--- config.mk ---
export PLATFORM = sky130hd
export DESIGN_NAME = instruction_fetch
export DESIGN_NICKNAME = d
export VERILOG_FILES = /design/src/rtl/instruction_fetch.sv
export SDC_FILE = /design/constraint.sdc
export NUM_CORES = 1
export LEC_CHECK = 0
export ABC_AREA = 0
export CORE_AREA = 3 3 139 141
export DETAILED_ROUTE_END_ITERATION = 10
export DIE_AREA = 0 0 142 144
export PLACE_DENSITY = 0.71
export SYNTH_ARGS = -nofsm -noshare
export SYNTH_HDL_FRONTEND = slang
export SYNTH_SLANG_ARGS = --single-unit
export TNS_END_PERCENT = 1
--- constraint.sdc ---
create_clock -name clk -period 2.55 [get_ports clk]
set_input_delay 0.51 -clock clk [delete_from_list [all_inputs] [get_ports clk]]
set_output_delay 0.51 -clock clk [all_outputs]
set_load 0.03 [all_outputs]
--- src/rtl/instruction_fetch.sv ---
// Instruction fetch stage: drives the instruction memory request, keeps the PC,
// and loads the IF/ID register, with a one-entry hold buffer for ID back-pressure.
module instruction_fetch #(
   parameter logic [31:0] RESET_PC = 32'h00000000
) (
   input  logic        clk,
   input  logic        reset,
   input  logic        stall,
   input  logic        branchTaken,
   input  logic [31:0] branchTarget,
   input  logic        jump,
   input  logic [25:0] jumpAddr,
   output logic        imemReq,
   output logic [31:0] imemAddr,
   input  logic        imemReady,
   input  logic [31:0] imemData,
   output logic [31:0] instruction32,
   output logic [31:0] pcPlus4,
   output logic        instrValid,
   output logic [31:0] pc,
   output logic [15:0] fetchCount
);

   localparam logic [1:0] IDLE  = 2'd0;
   localparam logic [1:0] FETCH = 2'd1;
   localparam logic [1:0] HOLD  = 2'd2;

   logic [1:0]  state;
   logic [31:0] pcReg;
   logic [31:0] instrReg;
   logic [31:0] pcPlus4Reg;
   logic        validReg;
   logic [15:0] countReg;
   logic [31:0] holdBuf;
   logic        redirect;
   logic [31:0] redirectTarget;
   logic [31:0] pcNext;
   logic        unusedBranchLsbs;

   // Branch wins over jump; the jump keeps the region bits of the instruction in ID.
   assign redirect         = branchTaken | jump;
   assign redirectTarget   = branchTaken ? {branchTarget[31:2], 2'b00}
                                         : {pcPlus4Reg[31:28], jumpAddr, 2'b00};
   assign pcNext           = pcReg + 32'd4;
   assign unusedBranchLsbs = ^branchTarget[1:0];

   assign imemReq       = (state == FETCH);
   assign imemAddr      = pcReg;
   assign pc            = pcReg;
   assign instruction32 = instrReg;
   assign pcPlus4       = pcPlus4Reg;
   assign instrValid    = validReg;
   assign fetchCount    = countReg;

   always_ff @(posedge clk) begin
      if (reset) begin
         state      <= IDLE;
         pcReg      <= RESET_PC;
         instrReg   <= 32'h0;
         pcPlus4Reg <= 32'h0;
         validReg   <= 1'b0;
         countReg   <= 16'h0;
         holdBuf    <= 32'h0;
      end else if (state != IDLE && redirect) begin
         // Redirect beats stall: flush IF/ID and drop any buffered word.
         state    <= FETCH;
         pcReg    <= redirectTarget;
         instrReg <= 32'h0;
         validReg <= 1'b0;
         holdBuf  <= 32'h0;
      end else begin
         case (state)
            IDLE: state <= FETCH;
            FETCH: begin
               if (imemReady && !stall) begin
                  instrReg   <= imemData;
                  pcPlus4Reg <= pcNext;
                  validReg   <= 1'b1;
                  pcReg      <= pcNext;
                  countReg   <= countReg + 16'd1;
               end else if (imemReady) begin
                  holdBuf <= imemData;
                  state   <= HOLD;
               end else if (!stall) begin
                  instrReg <= 32'h0;
                  validReg <= 1'b0;
               end
            end
            HOLD: begin
               if (!stall) begin
                  instrReg   <= holdBuf;
                  pcPlus4Reg <= pcNext;
                  validReg   <= 1'b1;
                  pcReg      <= pcNext;
                  countReg   <= countReg + 16'd1;
                  holdBuf    <= 32'h0;
                  state      <= FETCH;
               end
            end
            default: state <= IDLE;
         endcase
      end
   end

endmodule

==> flow_summary.html <==
<!-- implementation run metrics -->
<table>
<tr><th>Metric</th><th>Value</th></tr>
<tr><th colspan="2">Run status</th></tr>
<tr><td>Outcome</td><td>finished, final reports clean</td></tr>
<tr><th colspan="2">Floorplanning</th></tr>
<tr><td>Core area</td><td>0.0181 sq mm</td></tr>
<tr><td>Die W</td><td>142 um</td></tr>
<tr><th colspan="2">Worst hold path</th></tr>
<tr><td>End of the worst hold path</td><td>instrValid</td></tr>
<tr><th colspan="2">Pwr</th></tr>
<tr><td>Clock Power Share</td><td>34.6%</td></tr>
<tr><td>Logic gate share of total power</td><td>29.9%</td></tr>
<tr><td>Sequential group share of total power</td><td>35.5%</td></tr>
<tr><td>Clock net power</td><td>2.52 mW</td></tr>
<tr><td>Sw power</td><td>2.38 mW</td></tr>
<tr><th colspan="2">STA</th></tr>
<tr><td>Worst path setup slack after routing</td><td>0.127 ns</td></tr>
<tr><td>Count of pins over their slew limit</td><td>0</td></tr>
<tr><td>Clk_skew</td><td>0.00857 ns</td></tr>
<tr><td>Total Negative Setup Slacks</td><td>0 ns</td></tr>
<tr><td>Fmax</td><td>roughly 410 MHz</td></tr>
<tr><th colspan="2">Worst setup path</th></tr>
<tr><td>Delay of the slowest cell on the worst path</td><td>between 0.7 and 0.8 ns</td></tr>
<tr><td>CP cell instances</td><td>inv_1 -&gt; ha_1 -&gt; clkdlybuf4s50_1</td></tr>
<tr><td>Worst Path Buf+Inv</td><td>2</td></tr>
<tr><th colspan="2">GRT</th></tr>
<tr><td>First-pass GRT wire length</td><td>34300 um</td></tr>
<tr><td>Antenna violations before repair</td><td>1</td></tr>
<tr><td>Global routing met1 resource utilization</td><td>24.8%</td></tr>
<tr><td>Met3 demand-to-capacity share in global routing</td><td>8.43%</td></tr>
<tr><th colspan="2">Clocking</th></tr>
<tr><td>CTS tree</td><td>done</td></tr>
<tr><td>Number of sinks on the clock net</td><td>roughly 140</td></tr>
<tr><th colspan="2">Yosys</th></tr>
<tr><td>Synthesized instance count</td><td>877</td></tr>
<tr><td>Library cell with the largest summed area after synthesis</td><td>sky130_fd_sc_hd__dfxtp_1</td></tr>
<tr><td>Seq cells post-synth</td><td>~140</td></tr>
<tr><td>Synthesis area per yosys</td><td>0.00729 sq mm</td></tr>
<tr><td>Number of cell instances after yosys synthesis</td><td>877</td></tr>
<tr><th colspan="2">Layout</th></tr>
<tr><td>Multi-input combinational gate total</td><td>626</td></tr>
<tr><td>Area grow syn2layout</td><td>43.5%</td></tr>
<tr><th colspan="2">Placed design</th></tr>
<tr><td>Dpl ws</td><td>between 0.1 and 0.15 ns</td></tr>
</table>
Placed cells, one colour a class:
Bar = 50 um. Fill, decap, tap and diode cells in grey.
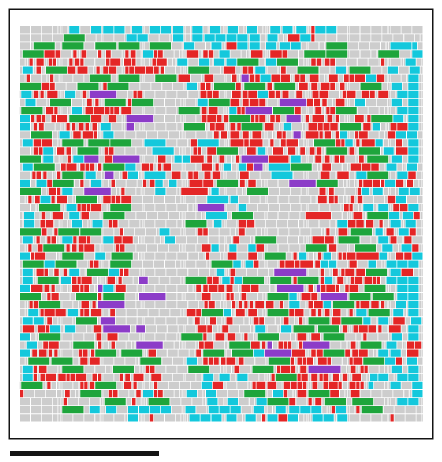
Green stands for flip-flops, cells 143. Purple stands for clock drivers and dummy loads, cells 32. Cyan stands for other buffers and delay cells, cells 281. Red stands for all other logic, cells 636.

Metal layers overlaid:
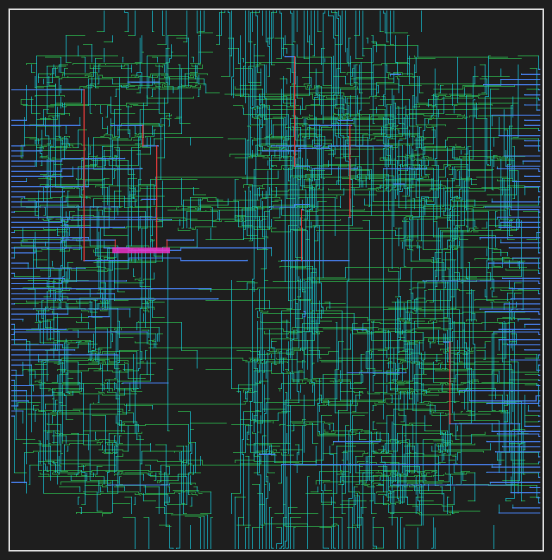
Cyan stands for met2, wire length 10500 um. Blue stands for met3, wire length 1890 um. Red stands for met4, wire length 173 um. Green stands for met1, wire length 9070 um. Magenta stands for met5, wire length 13.8 um.

Placed standard cells:
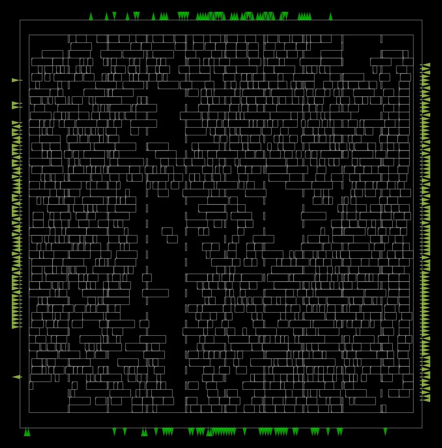
sequential cell count: 143
row count: 49

Power and IR drop assume default switching activity.
